$ cat config.mk
export PLATFORM = sky130hd
export DESIGN_NAME = adder_sum_stage_flat
export DESIGN_NICKNAME = d
export VERILOG_FILES = /design/src/rtl/adder_sum_stage_pkg.sv /design/src/rtl/adder_sum_stage_if.sv /design/src/rtl/adder_sum_cell.sv /design/src/rtl/adder_sum_stage.sv /design/src/flat_wrapper.sv
export SDC_FILE = /design/constraint.sdc
export NUM_CORES = 1
export LEC_CHECK = 0
export ABC_CLOCK_PERIOD_IN_PS = 2600
export CAP_MARGIN = 30
export CORE_UTILIZATION = 40
export CTS_CLUSTER_SIZE = 24
export DETAILED_ROUTE_END_ITERATION = 8
export PLACE_DENSITY = 0.74
export SLEW_MARGIN = 20
export SYNTH_ARGS = -nofsm -noshare
export SYNTH_HDL_FRONTEND = slang
export SYNTH_SLANG_ARGS = --single-unit
$ cat constraint.sdc
create_clock -name clk -period 2.6 [get_ports clk]
set_input_delay 0.26 -clock clk [delete_from_list [all_inputs] [get_ports clk]]
set_output_delay 0.26 -clock clk [all_outputs]
set_load 0.01 [all_outputs]
$ cat src/rtl/adder_sum_stage_pkg.sv
// rtl/adder_sum_stage_pkg.sv - shared defines, state encoding and result types for the sum stage
`ifndef ADDER_SUM_STAGE_DEFS
`define ADDER_SUM_STAGE_DEFS
`define LEN_DATA     32
`define ASS_STATE_W  2
`define ASS_ST_EMPTY 2'd0
`define ASS_ST_ONE   2'd1
`define ASS_ST_FULL  2'd2
`define ASS_FLAG_W   4
`endif

package adder_sum_stage_pkg;

  localparam int DATA_W = `LEN_DATA;
  localparam int FLAG_W = `ASS_FLAG_W;

  typedef enum logic [`ASS_STATE_W-1:0] {
    ST_EMPTY = `ASS_ST_EMPTY,
    ST_ONE   = `ASS_ST_ONE,
    ST_FULL  = `ASS_ST_FULL
  } state_e;

  localparam int FLAG_CARRY = 3;
  localparam int FLAG_OVF   = 2;
  localparam int FLAG_ZERO  = 1;
  localparam int FLAG_NEG   = 0;

  typedef struct packed {
    logic [DATA_W-1:0] sum;
    logic [FLAG_W-1:0] flags;
  } result_t;

  function automatic logic [FLAG_W-1:0] pack_flags(input logic carry, input logic ovf,
                                                   input logic zero, input logic neg);
    return {carry, ovf, zero, neg};
  endfunction

endpackage

$ cat src/rtl/adder_sum_stage_if.sv
// rtl/adder_sum_stage_if.sv - upstream prefix word and downstream result handshake bundle
interface adder_sum_stage_if;
  import adder_sum_stage_pkg::*;

  logic              in_valid;
  logic              in_ready;
  logic [DATA_W-1:0] group_g;
  logic [DATA_W-1:0] group_p;
  logic [DATA_W-1:0] half_sum;
  logic              carry_in;

  logic              out_valid;
  logic              out_ready;
  logic [DATA_W-1:0] sum;
  logic              carry_out;
  logic              overflow;
  logic              zero;
  logic              negative;

  modport slave (
    input  in_valid, group_g, group_p, half_sum, carry_in, out_ready,
    output in_ready, out_valid, sum, carry_out, overflow, zero, negative
  );

  modport master (
    output in_valid, group_g, group_p, half_sum, carry_in, out_ready,
    input  in_ready, out_valid, sum, carry_out, overflow, zero, negative
  );

endinterface

$ cat src/rtl/adder_sum_cell.sv
// rtl/adder_sum_cell.sv - combinational carry resolve, final sum and status flags
module adder_sum_cell
  import adder_sum_stage_pkg::*;
(
  input  logic [DATA_W-1:0] group_g,
  input  logic [DATA_W-1:0] group_p,
  input  logic [DATA_W-1:0] half_sum,
  input  logic              carry_in,
  output logic [DATA_W-1:0] sum,
  output logic              carry_out,
  output logic              overflow,
  output logic              zero,
  output logic              negative
);

  logic [DATA_W:0] carry;

  // Group G/P already span bits [i:0], so every carry is one AND-OR away from carry_in.
  assign carry     = {group_g | (group_p & {DATA_W{carry_in}}), carry_in};
  assign sum       = half_sum ^ carry[DATA_W-1:0];
  assign carry_out = carry[DATA_W];
  assign overflow  = carry[DATA_W] ^ carry[DATA_W-1];
  assign zero      = (sum == '0);
  assign negative  = sum[DATA_W-1];

endmodule

$ cat src/rtl/adder_sum_stage.sv
// rtl/adder_sum_stage.sv - final adder stage with a 2-entry skid buffer on the result
module adder_sum_stage
  import adder_sum_stage_pkg::*;
(
  input  logic               clk,
  input  logic               rst_n,
  adder_sum_stage_if.slave   bus
);

  logic [DATA_W-1:0] cell_sum;
  logic              cell_carry;
  logic              cell_ovf;
  logic              cell_zero;
  logic              cell_neg;
  result_t           cell_res;

  adder_sum_cell u_cell (
    .group_g   (bus.group_g),
    .group_p   (bus.group_p),
    .half_sum  (bus.half_sum),
    .carry_in  (bus.carry_in),
    .sum       (cell_sum),
    .carry_out (cell_carry),
    .overflow  (cell_ovf),
    .zero      (cell_zero),
    .negative  (cell_neg)
  );

  assign cell_res.sum   = cell_sum;
  assign cell_res.flags = pack_flags(cell_carry, cell_ovf, cell_zero, cell_neg);

  state_e  state_q, state_d;
  result_t main_q, main_d;
  result_t skid_q, skid_d;
  logic    out_valid_q, out_valid_d;
  logic    in_ready_q, in_ready_d;
  logic    in_xfer;
  logic    out_xfer;

  // in_ready comes straight from a flop so it never sees out_ready combinationally.
  assign in_xfer  = bus.in_valid & in_ready_q;
  assign out_xfer = out_valid_q & bus.out_ready;

  always_comb begin
    state_d = state_q;
    main_d  = main_q;
    skid_d  = skid_q;
    case (state_q)
      ST_EMPTY: begin
        if (in_xfer) begin
          main_d  = cell_res;
          state_d = ST_ONE;
        end
      end
      ST_ONE: begin
        if (in_xfer && out_xfer) begin
          main_d = cell_res;
        end else if (out_xfer) begin
          state_d = ST_EMPTY;
        end else if (in_xfer) begin
          skid_d  = cell_res;
          state_d = ST_FULL;
        end
      end
      ST_FULL: begin
        if (out_xfer) begin
          main_d  = skid_q;
          state_d = ST_ONE;
        end
      end
      default: state_d = ST_EMPTY;
    endcase
    out_valid_d = (state_d != ST_EMPTY);
    in_ready_d  = (state_d != ST_FULL);
  end

  always_ff @(posedge clk or negedge rst_n) begin
    if (!rst_n) begin
      state_q     <= ST_EMPTY;
      main_q      <= '0;
      skid_q      <= '0;
      out_valid_q <= 1'b0;
      in_ready_q  <= 1'b0;
    end else begin
      state_q     <= state_d;
      main_q      <= main_d;
      skid_q      <= skid_d;
      out_valid_q <= out_valid_d;
      in_ready_q  <= in_ready_d;
    end
  end

  assign bus.in_ready  = in_ready_q;
  assign bus.out_valid = out_valid_q;
  assign bus.sum       = main_q.sum;
  assign bus.carry_out = main_q.flags[FLAG_CARRY];
  assign bus.overflow  = main_q.flags[FLAG_OVF];
  assign bus.zero      = main_q.flags[FLAG_ZERO];
  assign bus.negative  = main_q.flags[FLAG_NEG];

endmodule
$ cat src/flat_wrapper.sv
// flat-port wrapper written by rule: the top's interface ports become plain ports
module adder_sum_stage_flat import adder_sum_stage_pkg::*;
  (clk, rst_n, bus_in_valid, bus_group_g, bus_group_p, bus_half_sum, bus_carry_in, bus_out_ready, bus_in_ready, bus_out_valid, bus_sum, bus_carry_out, bus_overflow, bus_zero, bus_negative);
  adder_sum_stage_if bus_i ();
  input  logic clk;
  input  logic rst_n;
  input wire logic [$bits(bus_i.in_valid)-1:0] bus_in_valid;
  input wire logic [$bits(bus_i.group_g)-1:0] bus_group_g;
  input wire logic [$bits(bus_i.group_p)-1:0] bus_group_p;
  input wire logic [$bits(bus_i.half_sum)-1:0] bus_half_sum;
  input wire logic [$bits(bus_i.carry_in)-1:0] bus_carry_in;
  input wire logic [$bits(bus_i.out_ready)-1:0] bus_out_ready;
  output wire logic [$bits(bus_i.in_ready)-1:0] bus_in_ready;
  output wire logic [$bits(bus_i.out_valid)-1:0] bus_out_valid;
  output wire logic [$bits(bus_i.sum)-1:0] bus_sum;
  output wire logic [$bits(bus_i.carry_out)-1:0] bus_carry_out;
  output wire logic [$bits(bus_i.overflow)-1:0] bus_overflow;
  output wire logic [$bits(bus_i.zero)-1:0] bus_zero;
  output wire logic [$bits(bus_i.negative)-1:0] bus_negative;
  assign bus_i.in_valid = bus_in_valid;
  assign bus_i.group_g = bus_group_g;
  assign bus_i.group_p = bus_group_p;
  assign bus_i.half_sum = bus_half_sum;
  assign bus_i.carry_in = bus_carry_in;
  assign bus_i.out_ready = bus_out_ready;
  assign bus_in_ready = bus_i.in_ready;
  assign bus_out_valid = bus_i.out_valid;
  assign bus_sum = bus_i.sum;
  assign bus_carry_out = bus_i.carry_out;
  assign bus_overflow = bus_i.overflow;
  assign bus_zero = bus_i.zero;
  assign bus_negative = bus_i.negative;
  adder_sum_stage u_core (.clk(clk), .rst_n(rst_n), .bus(bus_i));
endmodule
Figure 1. Logic cells by family (run 1).
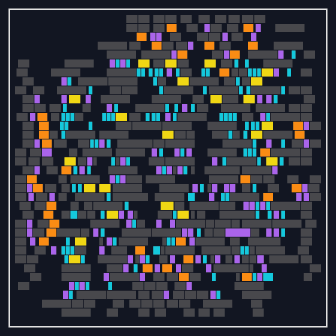
colour	family	cells
yellow	mux cells	22
purple	aoi and oai cells	99
orange	xor and xnor cells	34
cyan	nand cells	120
multi-input gate share of the layout cell area: 29.6%
Commonest Layout Cell: sky130_fd_sc_hd__clkdlybuf4s50_1
final non-filler cell total: 665

Figure 2. Sequential cells grouped by signal name (run 1).
Other sequential cells in the stronger grey, the rest of the logic in the fainter grey.
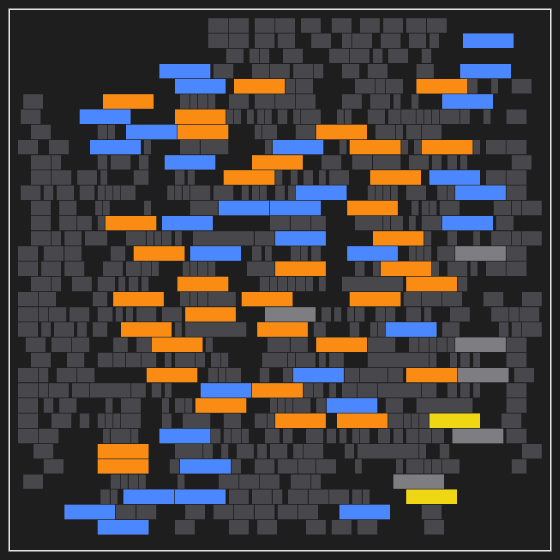
colour	signal	sequential cells
blue	`u_core.bus.sum`	31
orange	`u_core.skid_q`	35
yellow	`u_core.state_q`	2
not coloured	6
utilization of the core after routing: 64.0%
Sequential cell area: 0.00185 mm²

==> flow.log, run 1 <==
[flow] final metrics
[metrics] result of the run: finished, final reports clean
[metrics] data-path buffer share of cell area in the final layout: 29.3%
[metrics] Main logic family: simple AND/OR/NAND/NOR gates
[metrics] number of port buffers: 138
[metrics] tool warnings: 26
[metrics] cell type taking the most area: flip-flops and latches
[metrics] kind of cell adding the most delay to the critical path: simple AND/OR/NAND/NOR gates
[metrics] share of synthesized registers carrying an async set or reset: 100%
[metrics] Starting Density: 41.3%
[metrics] final routed DRC violation total: 0
[metrics] chip height: 96.6 µm
[metrics] transition time at the pin with the least slew margin: 0.814 ns
[metrics] number of synthesized register bits: 74
[metrics] synthesized-area fraction occupied by adder cells: 0%
[metrics] number of buffer and inverter instances along the worst setup path: 3
[metrics] most common cell in the synthesized netlist: sky130_fd_sc_hd__nand2_1
[metrics] GRT Resource Usage Total: 20.4%
[metrics] Sequential Power Share: 36.5%
[metrics] Max Clock Skew: 0.00470 ns
[metrics] met3 wire len: 487 µm
[metrics] Final Hold Violating Endpoints: 0
[metrics] most frequently placed logic cells in the final layout: 137 x sky130_fd_sc_hd__clkdlybuf4s50_1, 116 x sky130_fd_sc_hd__nand2_1, 74 x sky130_fd_sc_hd__dfrtp_1, 53 x sky130_fd_sc_hd__o21ai_0, 43 x sky130_fd_sc_hd__a21oi_1
[metrics] vias: 3226
[metrics] depth of the critical timing path with buffers and inverters included: 9
[metrics] global routing usage on met1: 24.8%
[metrics] number of flip-flops and latches: 74
[metrics] endpoint of the lowest-slack register-to-register path: u_core.bus.sum[18]
[metrics] Area leader share: 51.7%
[metrics] cell total in the yosys stat output: 400
[metrics] tap cells: 108
[metrics] antenna viol nets, final: 0
[metrics] hold-fix buffers at CTS: 0
[metrics] 1st-pass router iterations: 4
[metrics] count of plain and timing-repair buffers in the layout: 166
[metrics] maximum root-to-sink buffer count: 2
[metrics] clock power share: 23.3%
[metrics] arrival time worst endpoint: 2.79 ns
[metrics] Cell variety after synth: 27
[metrics] clock group total power: 1.26 mW
[metrics] Most common reg cell: sky130_fd_sc_hd__dfrtp_1
[metrics] share of synthesized area occupied by flip-flops and latches: 51.7%
[metrics] critical path required time: 2.88 ns
[metrics] ratio of cells with drive above 1 in the final layout: 8.98%
[metrics] final antenna diode count: 0
[metrics] combinational logic power: 2.19 mW
[metrics] uppermost routed layer: met4
[metrics] most frequent cells after synthesis: 116 x sky130_fd_sc_hd__nand2_1, 74 x sky130_fd_sc_hd__dfrtp_1, 53 x sky130_fd_sc_hd__o21ai_0
Figure 3. Cells coloured by class (run 1).
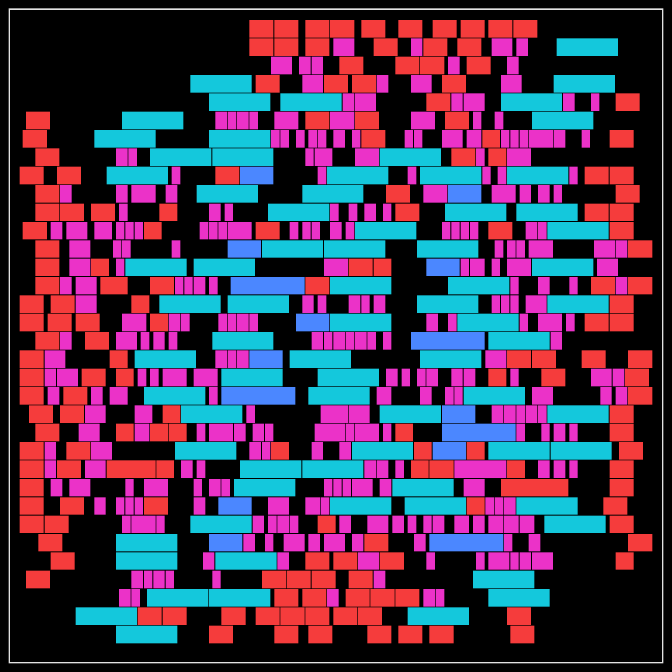
colour	class	cells	share of their area
red	remaining buffers and delay cells	166	30%
blue	clock drivers and dummy loads	15	5.3%
magenta	remaining logic cells	302	30%
cyan	registers	74	34%
standard-cell row count: 34
design area: 0.00555 mm²

Figure 4. The clock network (run 1).
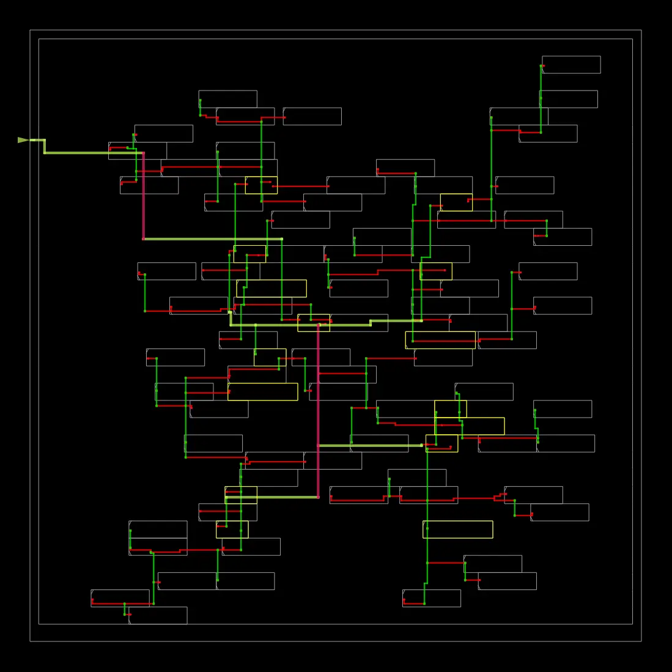

--- run 2 (diff from run 1) ---
Settings changed: REMOVE_ABC_BUFFERS from default to 1.
Figure 5. The clock network (run 2).
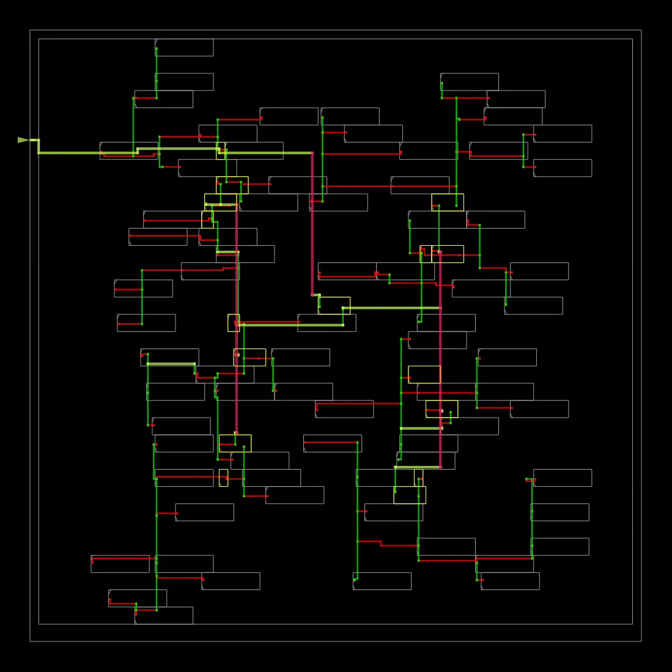
number of clock sinks seen by CTS: 74
clock latency on the worst-skew pair: 0.33 ns
TritonCTS buffer count: 9
number of flip-flops and latches: 74
clock group total power: 769 µW

==> run 2 against run 1 <==
Worst hold slack gained 0.022 ns; critical path type unchanged; highest routed layer unchanged; critical endpoint unchanged; combinational power is essentially flat; sequential power hardly changed; synthesized cell count is the same; fmax up 3.8%.
==> flow.log, run 2 <==
[flow] final metrics
[metrics] result of the run: finished, final reports clean
[metrics] cell type taking the most area: flip-flops and latches
[metrics] Area leader share: 51.7% (unchanged)
[metrics] final routed DRC violation total: 0 (unchanged)
[metrics] endpoint of the lowest-slack register-to-register path: u_core.bus.sum[26]
[metrics] most frequent cells after synthesis: 116 x sky130_fd_sc_hd__nand2_1, 74 x sky130_fd_sc_hd__dfrtp_1, 53 x sky130_fd_sc_hd__o21ai_0
[metrics] Cell variety after synth: 27 (unchanged)
[metrics] share of synthesized registers carrying an async set or reset: 100% (unchanged)
[metrics] final antenna diode count: 0 (unchanged)
[metrics] chip height: 96.6 µm (unchanged)
[metrics] most common cell in the synthesized netlist: sky130_fd_sc_hd__nand2_1
[metrics] utilization of the core after routing: 62.2% (-1.8 points)
[metrics] critical path required time: 2.88 ns (about the same)
[metrics] final non-filler cell total: 665 (unchanged)
[metrics] tool warnings: 25 (-3.8%)
[metrics] vias: 3301 (+2.3%)
[metrics] standard-cell row count: 34 (unchanged)
[metrics] tap cells: 108 (unchanged)
[metrics] multi-input gate share of the layout cell area: 30.4% (+0.85 points)
[metrics] Commonest Layout Cell: sky130_fd_sc_hd__clkdlybuf4s50_1
[metrics] cell total in the yosys stat output: 400 (unchanged)
[metrics] hold-fix buffers at CTS: 0 (unchanged)
[metrics] Starting Density: 41.3% (unchanged)
[metrics] synthesized-area fraction occupied by adder cells: 0% (unchanged)
[metrics] met3 wire len: 574 µm (+18%)
[metrics] GRT Resource Usage Total: 19.4% (-0.99 points)
[metrics] combinational logic power: 2.17 mW (about the same)
[metrics] number of synthesized register bits: 74 (unchanged)
[metrics] count of plain and timing-repair buffers in the layout: 165 (-0.60%)
[metrics] ratio of cells with drive above 1 in the final layout: 8.44% (-0.54 points)
[metrics] antenna viol nets, final: 0 (unchanged)
[metrics] uppermost routed layer: met4
[metrics] arrival time worst endpoint: 2.70 ns (-0.09 ns)
[metrics] share of synthesized area occupied by flip-flops and latches: 51.7% (unchanged)
[metrics] maximum root-to-sink buffer count: 2 (unchanged)
[metrics] 1st-pass router iterations: 4 (unchanged)
[metrics] data-path buffer share of cell area in the final layout: 29.6% (+0.26 points)
[metrics] Most common reg cell: sky130_fd_sc_hd__dfrtp_1
[metrics] number of port buffers: 138 (unchanged)
[metrics] transition time at the pin with the least slew margin: 0.830 ns (+0.0158 ns)
Figure 6. Clock wires, drivers and flops (run 2).
The bar under the picture is 20 µm long.
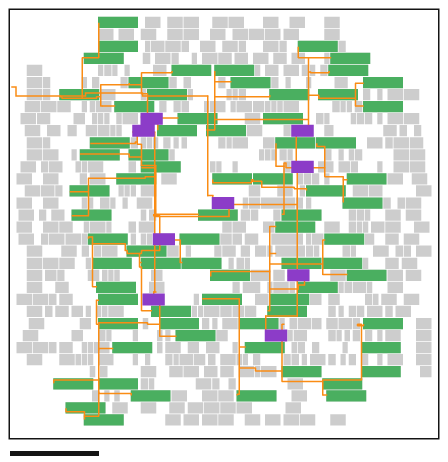
[purple] clock-net drivers | count: 9
[orange] clock wires | length: 885 µm
[green] flip-flops | count: 74
routed clock nets	10
Max Clock Skew: 0.00741 ns
clock power share: 15.6%

Power figures rest on the tool's default switching activity, not on a simulated workload.
